--- src/rtl/pqsdn_cam_mgr.sv ---
// CAM slot manager: sweeps the CAM to EMPTY after reset, then serves insert/delete requests
// against a slot-occupancy bitmap. Define PQSDN_CAM_MGR_DUP_CHECK_EN to enable the duplicate-key search.
module pqsdn_cam_mgr #(
  parameter int DATA_W = 64,
  parameter int ADDR_W = 6
) (
  input  logic              clk,
  input  logic              rst_n,
  input  logic              req_valid_i,
  output logic              req_ready_o,
  input  logic              req_op_i,
  input  logic [DATA_W-1:0] req_data_i,
  input  logic [ADDR_W-1:0] req_addr_i,
  output logic              rsp_valid_o,
  input  logic              rsp_ready_i,
  output logic [ADDR_W-1:0] rsp_addr_o,
  output logic [1:0]        rsp_status_o,
  output logic              cam_en_o,
  output logic [ADDR_W-1:0] cam_wraddr_o,
  output logic [DATA_W-1:0] cam_wrdata_o,
  output logic              cam_rden_o,
  output logic [DATA_W-1:0] cam_rddata_o,
  input  logic [ADDR_W-1:0] cam_rdaddr_i,
  input  logic              cam_rdvalid_i,
  output logic [ADDR_W:0]   count_o
);

  localparam int                NUM_SLOTS = 1 << ADDR_W;
  localparam logic [ADDR_W:0]   INIT_LAST = (ADDR_W + 1)'(NUM_SLOTS);
  localparam logic [DATA_W-1:0] EMPTY     = '1;
  localparam logic              OP_INSERT = 1'b0;

  typedef enum logic [2:0] {
    S_INIT,
    S_IDLE,
    S_SEARCH,
    S_WRITE,
    S_RESP
  } state_t;

  typedef enum logic [1:0] {
    ST_OK   = 2'b00,
    ST_FULL = 2'b01,
    ST_DUP  = 2'b10,
    ST_ERR  = 2'b11
  } status_t;

  state_t                state_q, state_d;
  logic [ADDR_W:0]       init_cnt_q;
  logic                  op_q;
  logic [DATA_W-1:0]     key_q;
  logic [ADDR_W-1:0]     addr_q;
  logic [NUM_SLOTS-1:0]  bitmap_q;
  logic [ADDR_W:0]       count_q;
  logic [ADDR_W-1:0]     rsp_addr_q;
  status_t               rsp_status_q;
  logic                  cam_en_q;
  logic [ADDR_W-1:0]     cam_wraddr_q;
  logic [DATA_W-1:0]     cam_wrdata_q;

  logic                  all_full;
  logic [ADDR_W-1:0]     free_idx;
  logic                  dup_hit;
  logic                  srch_write;
  status_t               srch_status;
  logic [ADDR_W-1:0]     srch_addr;

  // Lowest-index free slot; the downward scan lets the smallest index win.
  always_comb begin
    // NOTE: every always_comb output gets a default first so no path can infer a latch.
    free_idx = '0;
    for (int i = NUM_SLOTS - 1; i >= 0; i--) begin
      if (!bitmap_q[i]) free_idx = ADDR_W'(i);
    end
  end

  assign all_full = &bitmap_q;

`ifdef PQSDN_CAM_MGR_DUP_CHECK_EN
  // A hit on a slot the bitmap calls free is stale CAM content, not a duplicate.
  assign dup_hit      = cam_rdvalid_i && bitmap_q[cam_rdaddr_i];
  assign cam_rden_o   = (state_q == S_SEARCH) && (op_q == OP_INSERT);
  assign cam_rddata_o = key_q;
`else
  logic unused_rd;
  assign unused_rd    = ^{cam_rdaddr_i, cam_rdvalid_i};
  assign dup_hit      = 1'b0;
  assign cam_rden_o   = 1'b0;
  assign cam_rddata_o = '0;
`endif

  // Next-state and SEARCH outcome decode.
  always_comb begin
    state_d     = state_q;
    srch_write  = 1'b0;
    srch_status = ST_OK;
    srch_addr   = '0;
    unique case (state_q)
      S_INIT:   if (init_cnt_q == INIT_LAST) state_d = S_IDLE;
      S_IDLE:   if (req_valid_i) state_d = S_SEARCH;
      S_SEARCH: begin
        if (op_q == OP_INSERT) begin
          if (key_q == EMPTY) begin
            srch_status = ST_ERR;
          end else if (dup_hit) begin
            srch_status = ST_DUP;
            srch_addr   = cam_rdaddr_i;
          end else if (all_full) begin
            srch_status = ST_FULL;
          end else begin
            srch_write  = 1'b1;
            srch_addr   = free_idx;
          end
        end else begin
          srch_addr = addr_q;
          if (!bitmap_q[addr_q]) srch_status = ST_ERR;
          else                   srch_write  = 1'b1;
        end
        state_d = srch_write ? S_WRITE : S_RESP;
      end
      S_WRITE:  state_d = S_RESP;
      S_RESP:   if (rsp_ready_i) state_d = S_IDLE;
      default:  state_d = S_INIT;
    endcase
  end

  always_ff @(posedge clk or negedge rst_n) begin
    if (!rst_n) state_q <= S_INIT;
    else        state_q <= state_d;
  end

  // Datapath. The bitmap is plain flop state and is cleared here; the CAM itself is
  // cleared by the INIT sweep because it cannot be reset directly.
  always_ff @(posedge clk or negedge rst_n) begin
    if (!rst_n) begin
      // NOTE: sequential state uses non-blocking assignments only, so every flop samples pre-edge values.
      init_cnt_q   <= '0;
      op_q         <= 1'b0;
      key_q        <= '0;
      addr_q       <= '0;
      bitmap_q     <= '0;
      count_q      <= '0;
      rsp_addr_q   <= '0;
      rsp_status_q <= ST_OK;
      cam_en_q     <= 1'b0;
      cam_wraddr_q <= '0;
      cam_wrdata_q <= '0;
    end else begin
      unique case (state_q)
        S_INIT: begin
          // Writes lag the counter by one cycle, so INIT runs NUM_SLOTS+1 cycles.
          if (init_cnt_q == INIT_LAST) begin
            cam_en_q <= 1'b0;
          end else begin
            cam_en_q     <= 1'b1;
            cam_wraddr_q <= init_cnt_q[ADDR_W-1:0];
            cam_wrdata_q <= EMPTY;
            init_cnt_q   <= init_cnt_q + 1'b1;
          end
        end
        S_IDLE: begin
          if (req_valid_i) begin
            op_q   <= req_op_i;
            key_q  <= req_data_i;
            addr_q <= req_addr_i;
          end
        end
        S_SEARCH: begin
          rsp_addr_q   <= srch_addr;
          rsp_status_q <= srch_status;
          if (srch_write) begin
            cam_en_q     <= 1'b1;
            cam_wraddr_q <= srch_addr;
            cam_wrdata_q <= (op_q == OP_INSERT) ? key_q : EMPTY;
          end
        end
        S_WRITE: begin
          cam_en_q             <= 1'b0;
          bitmap_q[rsp_addr_q] <= (op_q == OP_INSERT);
          rsp_status_q         <= ST_OK;
          if (op_q == OP_INSERT) begin
            if (count_q != INIT_LAST) count_q <= count_q + 1'b1;
          end else begin
            if (count_q != '0) count_q <= count_q - 1'b1;
          end
        end
        default: ;
      endcase
    end
  end

  assign req_ready_o  = (state_q == S_IDLE);
  assign rsp_valid_o  = (state_q == S_RESP);
  assign rsp_addr_o   = rsp_addr_q;
  assign rsp_status_o = rsp_status_q;
  assign cam_en_o     = cam_en_q;
  assign cam_wraddr_o = cam_wraddr_q;
  assign cam_wrdata_o = cam_wrdata_q;
  assign count_o      = count_q;

endmodule
--- config.mk ---
export PLATFORM = sky130hd
export DESIGN_NAME = pqsdn_cam_mgr
export DESIGN_NICKNAME = d
export VERILOG_FILES = /design/src/rtl/pqsdn_cam_mgr.sv
export SDC_FILE = /design/constraint.sdc
export NUM_CORES = 1
export LEC_CHECK = 0
export CAP_MARGIN = 40
export CORE_MARGIN = 4
export CORE_UTILIZATION = 52
export CTS_CLUSTER_SIZE = 14
export DETAILED_ROUTE_END_ITERATION = 10
export PLACE_DENSITY = 0.87
export SLEW_MARGIN = 0
export SYNTH_ARGS = -nofsm -noshare
export SYNTH_HDL_FRONTEND = slang
export SYNTH_SLANG_ARGS = --single-unit
--- constraint.sdc ---
create_clock -name clk -period 3.29 [get_ports clk]
set_input_delay 0.4935 -clock clk [delete_from_list [all_inputs] [get_ports clk]]
set_output_delay 0.4935 -clock clk [all_outputs]
set_load 0.01 [all_outputs]
==> run_1/clock_wires.png <==
Drawn at 4 px/um.
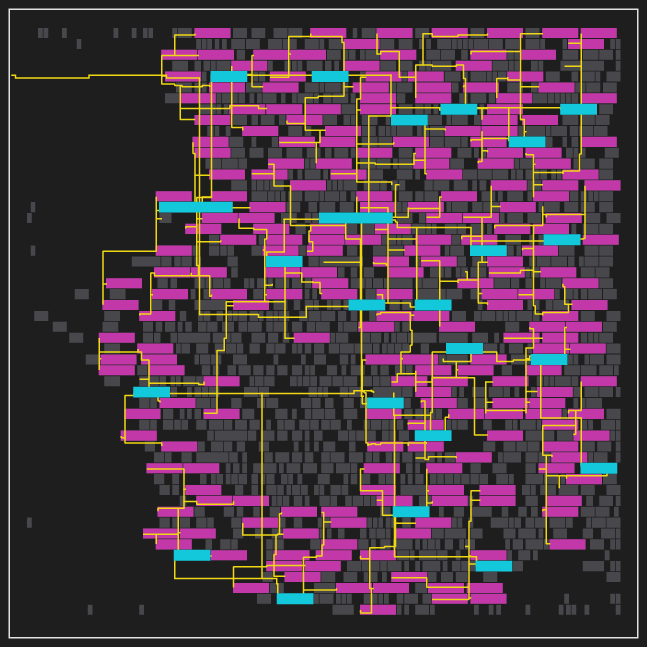
flip-flops: shown in magenta, count 231. clock wires: shown in yellow, length 2740 um. clock-net drivers: shown in cyan, count 25.
There are 26 routed clock nets.
Clk. pwr: 2.84 mW
insertion delay at the late pin of the worst-skew pair: 0.53 ns
Clock Power Share: 0.484
skew final: 0.0148 ns

==> run_1/class_map.png <==
Drawn at 2 px/um. Fill, decap, tap and diode cells in grey.
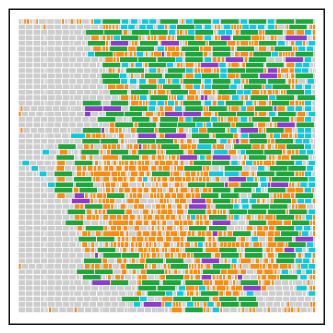
sequential cells: shown in green, cells 231. remaining logic cells: shown in orange, cells 833. remaining buffers and delay cells: shown in cyan, cells 180. clock drivers and dummy loads: shown in purple, cells 46.

==> run_1/util_map.png <==
Drawn at 2 px/um. 16 x 16 tiles, from black (low) to pale yellow (high), 0 to 100% covered.
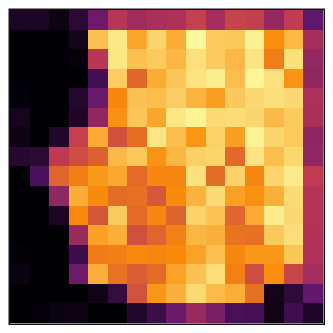
The fullest tile reaches 99%. 15% of the tiles are nearly empty. The emptiest ninth of the die: north-west. The mean over all tiles is 55%.

==> run_1/closeup.png <==
Window x 66 to 91, y 66 to 91 um. Cells in grey, sequential cells in the stronger grey; small squares are vias.
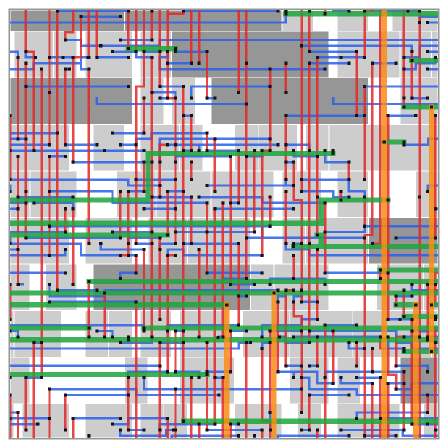
M4: shown in orange. M2: shown in red. M3: shown in green. M1: shown in blue.
Sequential cells in the window: 4. 60 logic cells have their middle in the window. Most frequent: nand2_1 (9), mux2i_1 (8). Netlist names of flops here include bitmap_q (4).

==> deck_impl_summary.md, run 1 <==
Key Metrics from the Run

Cells and area
  – Reg area: 5780 um2
  – Multi-input gate area: 4990 um2

Timing
  – RSZ-0062 raised after global routing: no
  – Slew Limit Fails: 0
  – Worst-Margin Slew: 0.798 ns
  – Max Freq: 0.320 GHz

Synthesis
  – Top cells, area: dfrtp_1 (50%), mux2_2 (7.0%), nor2_1 (5.3%)
  – Sequential area share after synthesis: 0.503

Die
  – Site Rows: between 50 and 60

Worst hold path
  – Hold_sp: rsp_status_o[0]

Place
  – GPL Wtd Cong: between 0.9 and 1
  – Setup WS pre-CTS: 0.205 ns

Critical path
  – Worst r2r src: addr_q[0]
  – WP data required: 3.69 ns
  – CP Class: reg2reg
  – Max FO, Critical Path: 22

GRT
  – Grt ovf: 0

Routing
  – Via count: 9363
  – Final WL: 30500 um
  – Final ANT Viol Nets: 0

Power
  – PwrDens: 423 nW/um2
  – Final total power: 5.87 mW

Job
  – Max Cap Viol: 0

Run status
  – Status: finished clean
[run 1: kinds of logic after synthesis]
logic type      synth area share
simple gates               0.129
compound gates             0.157
flops                      0.503
buf+inv                   0.0856
mux                        0.105
xor+xnor                  0.0107
fa+ha+maj                0.00936
other cells             0.000326
[run 1: layout make-up]
| cell class | instances | area share |
|---|---|---|
| Tap cell | 280 | 0.0252 |
| Multi-Input combinational cell | 809 | 0.360 |
| Timing Repair Buffer | 180 | 0.132 |
| Clock inverter | 12 | 0.00964 |
| Sequential cell | 231 | 0.416 |
| Clock buffer | 34 | 0.0511 |
| Inverter | 24 | 0.00649 |
[run 1: stage by stage]
step	instance area, um2	cells
floorplan	11700	1199
global placement	13000	1523
detailed placement	13000	1523
CTS	13900	1570
global route	13900	1570
finish	13900	1570
[run 1: metal layers]
layer / GRT usage / share of wire / vias to the layer above
li1: - / - / 4222
met1: 0.313 / 0.38 / 4572
met2: 0.405 / 0.49 / 472
met3: 0.0484 / 0.086 / 97
met4: 0.0888 / 0.041 / 0
met5: 0 / 0 / -
[run 1: registers in the layout, indices dropped and copies added, names as in the netlist]
name	count
cam_wrdata_o	64
op_q	1
init_cnt_q	7
bitmap_q	64
rsp_status_o	2
state_q	3
rsp_addr_o	6
addr_q	6
cam_wraddr_o	6
count_o	7
key_q	64
cam_en_o	1
[run 1: worst register-to-register path: cells and delay by family (launching register included)]
kind | cells | cell delay, ns
buffers and inverters | 1 | 0.32
flip-flops | 1 | 0.63
AND/OR/NAND/NOR | 2 | 0.31
AND-OR/OR-AND | 5 | 1.18
multiplexers | 1 | 0.56
[run 1: power by group]
group / internal, mW / total (mW) / switching (mW)
sequential: 2.84 / 2.84 / 0
combinational: 0.0828 / 0.187 / 0.104
clock: 1.68 / 2.84 / 1.16
[run 1: how the worst max path moves through the flow]
stage | to | startpoint | cells past startpoint
after CTS | cam_wrdata_o[21] | addr_q[0] | 9
final | cam_wrdata_o[14] | addr_q[0] | 9
after floorplan | cam_wraddr_o[1] | addr_q[0] | 9
after global placement | cam_wrdata_o[1] | addr_q[0] | 9
after detailed placement | cam_wrdata_o[7] | addr_q[0] | 9
after global routing | cam_wrdata_o[21] | addr_q[0] | 9
[run 1: layout by cell type (no fill, tap or decap), drive strengths merged, types with 4 or more instances in the layout]
cell type and n:
xnor2 9, o31ai 69, conb 65, o21bai 4, nor2 163, dfrtp 231
mux2i 25, xor2 5, ha 7, a22oi 12, a31oi 10, a21oi 80
nor2b 11, a211oi 5, buf 18, nand3 15, nand2 58, o21ai 83
a21o 6, nor4 7, inv 25, clkbuf 34, clkinv 7, mux4 4
nand2b 4, nand4 42, mux2 76, a41oi 4, clkdlybuf4s50 161
==> run 1 -> run 2 <==
Clock period 3.29 ns to 2.9 ns, I/O delays scaled along.
==> run 2 against run 1 <==
- maximum frequency up 9.0%
- critical path depth up 1
- hold slack worse by 0.026 ns
- via count down 0.53%
==> deck_impl_summary.md, run 2 <==
Key Metrics from the Run

Routing
  – Via count: roughly 9300
  – DR pass1 iterations: 5
  – DR vias/cell: 5.89
  – Final ANT Viol Nets: 0
  – # DRC: 0
  – Final WL: 30800 um

Clock network
  – Insertion delay at the late pin of the worst-skew pair: around 0.52 ns
  – Reg clk slew, reported paths: 0.06 ns
  – Total CTS buffers: 24

Timing
  – Final hold slack: 0.463 ns
  – Setup Viol. Count Final: 0
  – Slew Limit Fails: 0
  – Skew final: 0.0127 ns
  – Final period util: 0.989
  – Worst-Margin Slew: 0.758 ns
  – Max Freq: 0.349 GHz

Die
  – Core Area: 21800 um2
  – Site Rows: 54

Critical path
  – Worst r2r src: key_q[5]
  – R2R Path End: cam_wrdata_o[7]
  – CP peak stage delay: 0.56 ns
  – Worst path slowest cell: nor4_1
  – Max FO, Critical Path: 21
  – WP data required: 3.29 ns
  – CP Class: reg2reg

Synthesis
  – Sequential area share after synthesis: 0.503
  – Most frequent cell after synthesis: dfrtp_1
  – Top cells, area: dfrtp_1 (50%), mux2_2 (7.0%), nor2_1 (5.3%)
  – Cell count after synthesis: 1135
  – Mean post-synth cell area: 10.1 um2
  – Yosys synthesis chip area: 11500 um2
  – Synth Register Bits: 231
  – Area leader, netlist: dfrtp_1

Cells and area
  – Area Overhead vs Synth: 22.4%
  – Nets: 1374
  – Commonest Layout Cell: dfrtp_1
  – Most frequently placed logic cells in the final layout: dfrtp_1 (229), nor2_1 (163), clkdlybuf4s50_1 (161)
  – Post-Layout Cell Count: 1582

Job
  – Max Cap Viol: 0
  – Tool warnings: 34

GRT
  – Grt ovf: 0
  – Largest net degree at the start of global routing: 72
  – First-pass GRT wire length: 48300 um

Place
  – GPL Wtd Cong: 0.961
  – HPWL Detailed: 21100 um
  – Placed cells: ~1500

Run status
  – Status: finished clean

Power
  – PwrDens: about 480 nW/um2
## run 2: layout make-up
type | instances | area (um2)
fillers | 1623 | 7750
flip-flops and latches | 231 | 5780
multi-input cells | 809 | 5010
repair buffers | 194 | 1980
clock buffers | 34 | 688
well taps | 280 | 350
clock inverters | 10 | 168
inverters | 24 | 90.1
## run 2: cell families after synthesis
| kind of cell | synth area share |
|---|---|
| flip-flops | 0.503 |
| multiplexers | 0.105 |
| other | 0.000326 |
| AND-OR/OR-AND | 0.157 |
| adder cells (fa/ha/maj) | 0.00936 |
| AND/OR/NAND/NOR | 0.129 |
| buffers and inverters | 0.0856 |
| XOR/XNOR | 0.0107 |
## run 2: how the worst max path moves through the flow
stage                             to  startpoint  depth (start not counted)
floorplan            cam_wraddr_o[1]   addr_q[0]                          9
global placement    cam_wrdata_o[23]   addr_q[0]                         10
detailed placement   cam_wrdata_o[7]   addr_q[0]                         10
CTS                  cam_wrdata_o[7]   addr_q[0]                         10
global route         cam_wrdata_o[7]    key_q[5]                         10
finish               cam_wrdata_o[7]    key_q[5]                         10
## run 2: through the flow
step                       util  setup WS (ns)  cell area, um2  power (mW)
after floorplan               -          0.582           11700        3.39
after global placement    0.604          0.141           13200        3.49
after detailed placement  0.604         0.0793           13200        3.49
after CTS                 0.644         0.0150           14100        6.78
after global routing      0.645        -0.0214           14100        6.94
final                     0.645         0.0323           14100        6.73
## run 2: power by group
group	internal [mW]	switching, mW
sequential	3.22	0
combinational	0.0950	0.119
clock	2.02	1.27
total	5.33	1.39
## run 2: what timing repair did
action                                 in CTS  in global routing
hold buffers                                1                  0
endpoints found under the hold margin      66                  0
setup endpoints to repair                   0                 60
gates resized                               0                  4
## run 2: metal layers
metal	global-route usage	up-vias	wire, um
met5	0	-	0
met4	0.0868	0	1030
met3	0.0407	78	2580
met2	0.401	459	15000
met1	0.326	4553	12100
li1	-	4223	-
==> run_2/closeup.png <==
Window x 66 to 91, y 66 to 91 um. Cells in grey, sequential cells in the stronger grey; small squares are vias.
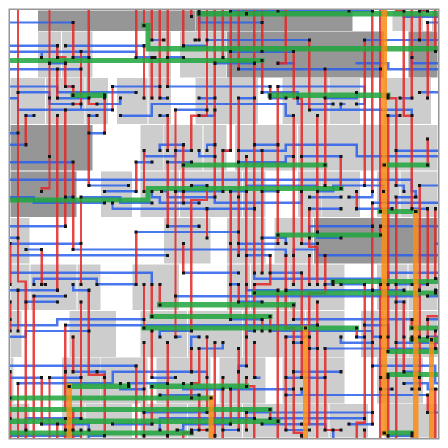
M2: shown in red. M4: shown in orange. M1: shown in blue. M3: shown in green.
Most frequent: nand2_1 (9). Sequential cells in the window: 3. 61 logic cells have their middle in the window. Netlist names of flops here include bitmap_q (3).

==> run_2/util_map.png <==
Drawn at 2 px/um. 16 x 16 tiles, from black (low) to pale yellow (high), 0 to 100% covered.
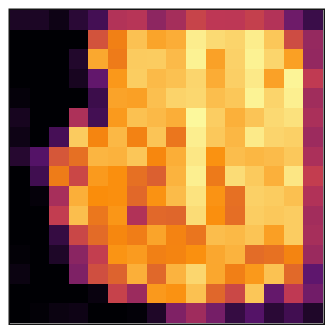
The fullest tile reaches 99%. The emptiest ninth of the die: north-west. The mean over all tiles is 56%. 14% of the tiles are nearly empty.

==> run 2 -> run 3 <==
Settings changed: CORE_UTILIZATION 52 to 45, PLACE_DENSITY 0.87 to 0.77.
==> run 3 against run 2 <==
- hold slack gained 0.021 ns
- area after synthesis unchanged
- register-to-register slack gained 0.05 ns
- synthesized cell count stayed put
- worst setup slack better by 0.051 ns
- cell count rose by 2.7%
- global-route usage is 3.7 points lower
- clock power decreased by 11%
- sequential cell count unchanged
- utilization decreased by 9.1 points
- via count down 2.2%
- clock skew fell by 0.0026 ns
- largest cell class unchanged
- largest power group is now registers
==> deck_impl_summary.md, run 3 <==
Key Metrics from the Run

Routing
  – DR vias/cell: 5.61
  – # DRC: 0
  – Final ANT Viol Nets: 0
  – Final WL: 30300 um
  – Via count: 9110
  – DR pass1 iterations: 6

Timing
  – Final hold slack: 0.484 ns
  – Worst-Margin Slew: 0.784 ns
  – Slew Limit Fails: 0
  – Relative slew slack: 0.470
  – Max Freq: 0.355 GHz
  – Final period util: 0.971
  – Setup Viol. Count Final: 0

Cells and area
  – Layout fillers: 2079
  – Area Overhead vs Synth: 21.3%
  – Commonest Layout Cell: dfrtp_1
  – Post-Layout Cell Count: 1624
  – Most frequently placed logic cells in the final layout: dfrtp_1 (229), nor2_1 (163), clkdlybuf4s50_1 (161)
  – Nets: 1366

Critical path
  – CP peak stage delay: 0.51 ns
  – Worst r2r src: key_q[0]
  – Crit path from: key_q[0]
  – CP Class: reg2reg
  – Max FO, Critical Path: 7
  – Worst path slowest cell: nor4_1
  – WP data required: 3.30 ns

Place
  – HPWL Detailed: 21300 um
  – GPL Wtd Cong: 0.895
  – Placed cells: 1575

Run status
  – Status: finished clean

Synthesis
  – Top cells, area: dfrtp_1 (50%), mux2_2 (7.0%), nor2_1 (5.3%)
  – Yosys synthesis chip area: 11500 um2
  – Sequential area share after synthesis: 0.503
  – Mean post-synth cell area: 10.1 um2
  – Cell count after synthesis: between 1000 and 1500
  – Most frequent cell after synthesis: dfrtp_1

Clock network
  – Reg clk slew, reported paths: 0.06 ns
  – Insertion delay at the late pin of the worst-skew pair: 0.52 ns

GRT
  – First-pass GRT wire length: 47200 um
  – Grt ovf: 0

Die
  – Site Rows: between 50 and 60

Job
  – Max Cap Viol: 0
run 3: worst min path at each step:
stage / start / endpoint / slack, ns / depth (start not counted)
floorplan: rst_n / addr_q[0] / 0.14 / 0
global placement: init_cnt_q[6] / init_cnt_q[6] / 0.46 / 1
detailed placement: init_cnt_q[6] / init_cnt_q[6] / 0.47 / 1
CTS: req_op_i / op_q / 0.48 / 3
global route: req_op_i / op_q / 0.49 / 3
finish: rsp_status_o[0] / rsp_status_o[0] / 0.48 / 1
run 3: worst max-delay path, delay by kind of cell (launching register included):
family	cells	cell delay [ns]
buffers and inverters	3	0.46
AOI/OAI and AO/OA	4	0.90
muxes	1	0.29
DFF	1	0.37
and+or+nand+nor	2	0.67
run 3: cell type report:
class,instances,area [um2],share of cell area
flip-flops and latches,231,5780,0.414
repair buffers,186,1920,0.138
well taps,330,413,0.0296
clock buffers,36,676,0.0484
inverters,24,90.1,0.00646
diodes,2,5.00,0.000359
multi-input cells,809,5000,0.358
clock inverters,6,70.1,0.00502
run 3: what timing repair did:
item / CTS / global route
pin swaps: 0 / 1
hold buffers: 1 / 0
resized: 1 / 1
hold endpoints to repair: 87 / 0
buffers inserted: 0 / 4
setup endpoints to repair: 44 / 31
run 3: stage by stage:
stage | setup slack [ns] | util | total power, mW | instance area [um2]
global placement | -0.0157 | 0.522 | 3.50 | 13100
global route | -0.0155 | 0.554 | 6.58 | 14000
detailed placement | -0.0547 | 0.522 | 3.50 | 13100
finish | 0.0830 | 0.554 | 6.38 | 14000
CTS | 0.0842 | 0.552 | 6.43 | 13900
floorplan | 0.582 | - | 3.39 | 11700
run 3: cells by family (layout without fill, tap and decap cells):
family                     after synthesis  in the layout  synth area share
AOI/OAI and AO/OA                      292            292             0.157
xor gates and xnor gates                14             14            0.0107
adders and majority gates                8              8           0.00936
buffers and inverters                  159            252            0.0856
DFF                                    231            231             0.503
muxes                                  105            105             0.105
other                                    1             67          0.000326
and+or+nand+nor                        325            325             0.129
run 3: routing by layer:
| layer | track usage | wire length, um | vias up |
|---|---|---|---|
| met4 | 0.0653 | 1020 | 0 |
| met5 | 0 | 0 | - |
| li1 | - | - | 4233 |
| met3 | 0.0329 | 2280 | 61 |
| met2 | 0.337 | 14300 | 411 |
| met1 | 0.282 | 12700 | 4405 |
run 3: power breakdown:
| part | switching, mW | total [mW] | internal, mW |
|---|---|---|---|
| clock | 1.24 | 2.94 | 1.70 |
| combinational | 0.119 | 0.215 | 0.0968 |
| sequential | 0 | 3.22 | 3.22 |
| total | 1.36 | 6.38 | 5.02 |
==> run_3/closeup.png <==
Window x 71 to 96, y 71 to 96 um. Cells in grey, sequential cells in the stronger grey; small squares are vias.
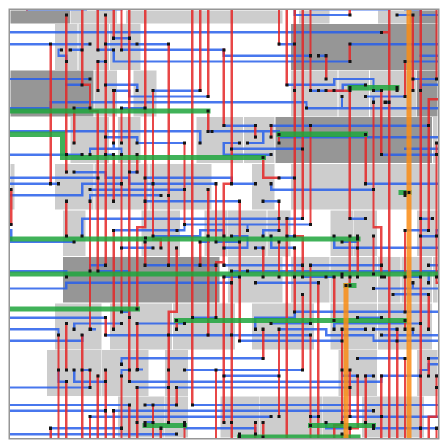
M4: shown in orange. M1: shown in blue. M3: shown in green. M2: shown in red.
Sequential cells in the window: 4. Most frequent: nand2_1 (8). 51 logic cells have their middle in the window. Netlist names of flops here include bitmap_q (4).

==> run_3/util_map.png <==
Drawn at 1.5 px/um. 17 x 17 tiles, from black (low) to pale yellow (high), 0 to 100% covered.
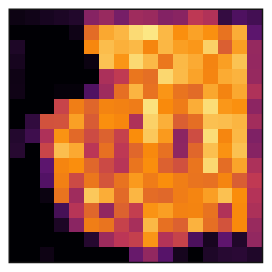
The mean over all tiles is 48%. The fullest tile reaches 95%. The emptiest ninth of the die: north-west. 26% of the tiles are over 75% full. 18% of the tiles are nearly empty.
Core Area: 25200 um2
fin util: 0.554
pre-placement core utilization: 0.457

No activity file was given, so power comes from the tool's default toggle rates.
